--- src/rtl/ibex_mem_arbiter.sv ---
// ibex_mem_arbiter: round-robin instr/data arbiter onto one memory port with in-order response routing
module ibex_mem_arbiter #(
    parameter int unsigned MaxOutstanding = 2
) (
    input  logic                                  clk_i,
    input  logic                                  rst_ni,
    input  logic                                  instr_req_i,
    output logic                                  instr_gnt_o,
    output logic                                  instr_rvalid_o,
    input  logic [31:0]                           instr_addr_i,
    output logic [31:0]                           instr_rdata_o,
    output logic                                  instr_err_o,
    input  logic                                  data_req_i,
    output logic                                  data_gnt_o,
    output logic                                  data_rvalid_o,
    input  logic                                  data_we_i,
    input  logic [3:0]                            data_be_i,
    input  logic [31:0]                           data_addr_i,
    input  logic [31:0]                           data_wdata_i,
    output logic [31:0]                           data_rdata_o,
    output logic                                  data_err_o,
    output logic                                  mem_req_o,
    output logic                                  mem_we_o,
    output logic [3:0]                            mem_be_o,
    output logic [31:0]                           mem_addr_o,
    output logic [31:0]                           mem_wdata_o,
    input  logic                                  mem_gnt_i,
    input  logic                                  mem_rvalid_i,
    input  logic                                  mem_err_i,
    input  logic [31:0]                           mem_rdata_i,
    output logic [$clog2(MaxOutstanding+1)-1:0]   outstanding_o
);
    localparam int unsigned CW = $clog2(MaxOutstanding + 1);
    localparam int unsigned PW = (MaxOutstanding > 1) ? $clog2(MaxOutstanding) : 1;

    typedef enum logic {IDLE, HOLD} state_e;

    state_e                    state_q, state_d;
    logic                      sel, sel_q, prio_q, sel_req, push, pop, head;
    logic [CW-1:0]             count_q;
    logic [PW-1:0]             wr_q, rd_q;
    logic [MaxOutstanding-1:0] ids_q;

    function automatic logic [PW-1:0] inc(input logic [PW-1:0] p);
        return (p == PW'(MaxOutstanding - 1)) ? '0 : p + 1'b1;
    endfunction

    // sel is 1 for the data master; with no requester it parks on data so idle outputs stay 0
    always_comb begin
        sel     = (state_q == HOLD) ? sel_q : (!instr_req_i || (data_req_i && prio_q));
        sel_req = sel ? data_req_i : instr_req_i;
        state_d = state_q;
        if (state_q == IDLE && sel_req && count_q != CW'(MaxOutstanding) && !mem_gnt_i)
            state_d = HOLD;
        if (state_q == HOLD && (mem_gnt_i || !sel_req))
            state_d = IDLE;
    end

    always_comb begin
        mem_req_o      = sel_req && (count_q != CW'(MaxOutstanding));
        mem_we_o       = sel && data_we_i;
        mem_be_o       = sel ? data_be_i : 4'hF;
        mem_addr_o     = sel ? data_addr_i : instr_addr_i;
        mem_wdata_o    = sel ? data_wdata_i : '0;
        push           = mem_req_o && mem_gnt_i;
        pop            = mem_rvalid_i && (count_q != '0);
        head           = ids_q[rd_q];
        instr_gnt_o    = push && !sel;
        data_gnt_o     = push && sel;
        instr_rvalid_o = pop && !head;
        data_rvalid_o  = pop && head;
        instr_err_o    = instr_rvalid_o && mem_err_i;
        data_err_o     = data_rvalid_o && mem_err_i;
        instr_rdata_o  = mem_rdata_i;
        data_rdata_o   = mem_rdata_i;
        outstanding_o  = count_q;
    end

    always_ff @(posedge clk_i or negedge rst_ni) begin
        if (!rst_ni) begin
            state_q <= IDLE;
            sel_q   <= 1'b1;
            prio_q  <= 1'b1;
            count_q <= '0;
            wr_q    <= '0;
            rd_q    <= '0;
            ids_q   <= '0;
        end else begin
            state_q <= state_d;
            sel_q   <= sel;
            if (push) begin
                prio_q      <= !sel;
                ids_q[wr_q] <= sel;
                wr_q        <= inc(wr_q);
            end
            if (pop)
                rd_q <= inc(rd_q);
            count_q <= count_q + CW'(push) - CW'(pop);
        end
    end

    spurious_rvalid: assert property (@(posedge clk_i) disable iff (!rst_ni)
        !(mem_rvalid_i && count_q == '0))
        else $warning("spurious mem_rvalid_i dropped with no outstanding request");

endmodule
--- config.mk ---
export PLATFORM = sky130hd
export DESIGN_NAME = ibex_mem_arbiter
export DESIGN_NICKNAME = d
export VERILOG_FILES = /design/src/rtl/ibex_mem_arbiter.sv
export SDC_FILE = /design/constraint.sdc
export NUM_CORES = 1
export LEC_CHECK = 0
export CORE_AREA = 4 4 107 109
export CTS_CLUSTER_DIAMETER = 30
export DETAILED_ROUTE_END_ITERATION = 12
export DIE_AREA = 0 0 111 113
export GPL_TIMING_DRIVEN = 0
export PLACE_DENSITY = 0.63
export SLEW_MARGIN = 5
export SYNTH_ARGS = -nofsm -noshare
export SYNTH_HDL_FRONTEND = slang
export SYNTH_SLANG_ARGS = --single-unit
--- constraint.sdc ---
create_clock -name clk_i -period 2.6 [get_ports clk_i]
set_clock_uncertainty 0.2 [all_clocks]
set_input_delay 0.26 -clock clk_i [delete_from_list [all_inputs] [get_ports clk_i]]
set_output_delay 0.26 -clock clk_i [all_outputs]
set_load 0.01 [all_outputs]
**I/O nets highlighted**

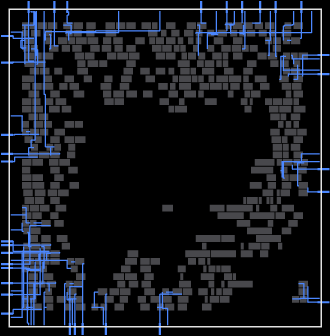
legend:
  `data_rdata_o`:
    colour: blue
    direction: output
    edge: 13 left, 9 top, 5 right, 5 bottom
    end_cells: 0
    wire: 1,260 microns

**Selected gate families**

Bar = 20 microns.
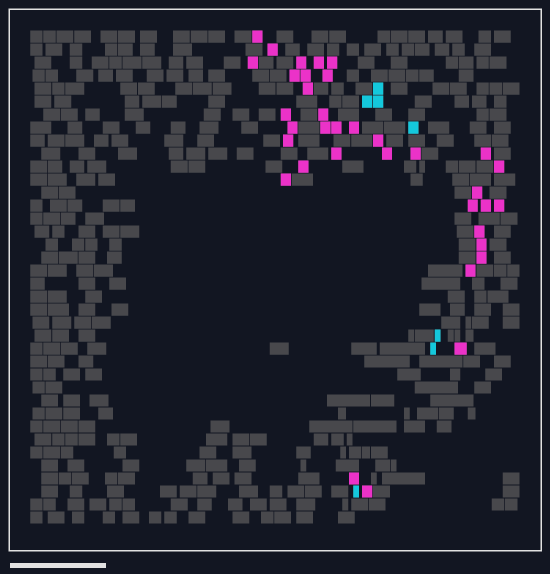
legend:
  AND and OR gates:
    colour: magenta
    cells: 36
    most_used: and2_1
  NAND gates:
    colour: cyan
    cells: 7
    most_used: nand2b_1

**M3 wires**

Bar = 20 microns.
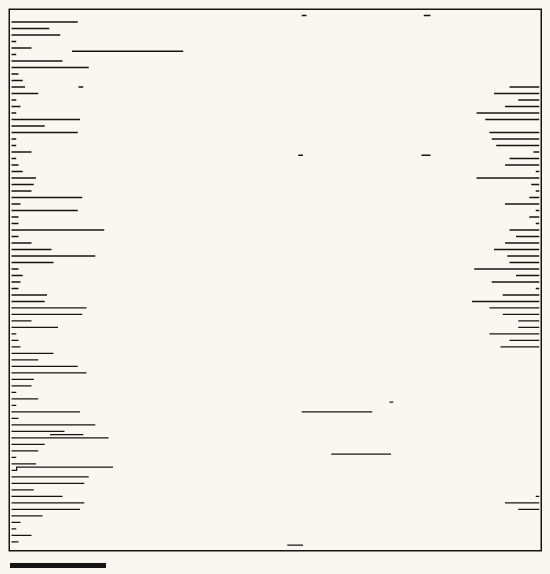
nets with wire on the layer: 130
main direction: horizontal
wire length on this layer: 870 microns

**Cell area per tile**

The die is cut into 11 by 11 equal tiles; black is low, pale yellow is high, 0 to 100% covered.
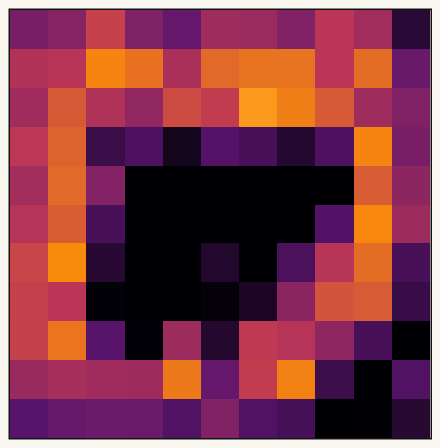
tiles over 75% full: 0.80%
fullest tile: 78%
mean over tiles: 34%
emptiest ninth of the die: centre

==> ds_physical_params.txt <==
Table: implementation figures

Parameter                              Value

Die
  Height of the chip .................. 113 microns
  Number of tapcells .................. around 140
  Core Rows .................. 38

STA
  Min cycle time layout .................. roughly 2500 ps
  Unrepaired setup endpoints after global routing .................. no
  Final period util .................. 96.5%

Clock tree
  Number of clock sinks .................. 9
  Number of gates resized after cts .................. between 50 and 60
  Number of setup buffers added after CTS .................. 2
  Clk pin slew, worst setup/hold paths .................. roughly 40 ps

Synth
  Fraction of registers with async set/reset .................. 100%
  Chip Area, Yosys .................. 1590 sq um
  Part of the Yosys area used for sequential elements .................. 14.3%
  Area leader share .................. 30.1%
  Number of flip-flops and latches in the synthesized netlist .................. 9

Place
  Total placed instance area .................. 4260 sq um
  Count of input and output buffers .................. between 200 and 250

Final layout
  Multi-input logic portion of the cell area .................. 18.8%
  Layout Utilization .................. roughly two fifths

Worst setup path
  Critical path capture point type .................. primary output
  Worst endpoint required time .................. approximately 2100 ps
  Beginning of the worst register-to-register path .................. sel_q

Drt
  Iter 0 DRT Violations .................. 31

Status
  Status .................. completed
registers in the layout (all words and copies together), names as in the netlist:
| signal | cells |
|---|---|
| outstanding_o | 2 |
| rd_q | 1 |
| sel_q | 1 |
| ids_q | 2 |
| wr_q | 1 |
| prio_q | 1 |
| state_q | 1 |
power by group through the flow:
stage          sequential (W)  clock (W)  combinational, W
2_1_floorplan        0.000269          0          0.000777
3_3_place_gp         0.000271          0           0.00169
3_5_place_dp         0.000274          0           0.00171
4_1_cts              0.000273   0.000163           0.00169
5_1_grt              0.000283   0.000169           0.00177
6_report             0.000271   0.000158           0.00164
layout by cell type (no fill, tap or decap), drive strengths merged:
cell / n
mux2: 33
dfrtp: 7
nor2b: 1
and3: 1
clkdlybuf4s50: 187
nand2: 3
nor2: 5
xnor2: 4
and2: 35
clkbuf: 8
o21ai: 3
dfstp: 2
ha: 2
inv: 6
dlymetal6s2s: 22
a2111oi: 1
nor3: 1
mux2i: 3
a2111o: 1
clkdlybuf4s15: 1
nand2b: 4
buf: 70
o31ai: 2
dlygate4sd2: 39
worst paths after layout:
check                              endpoint  slack (ps)  cells after the start
max in group asynchronous             sel_q        1740                      1
min in group clk_i                  state_q         290                      3
max                          mem_wdata_o[5]          90                      9
min                                    wr_q         130                      1
max reg2reg                outstanding_o[1]         320                      8
min reg2reg                            rd_q         290                      1
per-stage QoR:
| stage | setup slack, ps | hold slack, ps |
|---|---|---|
| CTS | -45.6 | 146 |
| floorplan | 397 | -236 |
| global placement | -348 | 283 |
| detailed placement | -388 | 291 |
| finish | 90.6 | 132 |
| global route | 8.87 | 177 |
logic make-up after synthesis:
logic type / count (synthesis)
adder cells (fa/ha/maj): 2
flip-flops: 9
multiplexers: 36
AND/OR/NAND/NOR: 50
XOR/XNOR: 4
AND-OR/OR-AND: 7
buffers and inverters: 78
Power and IR drop assume default switching activity.
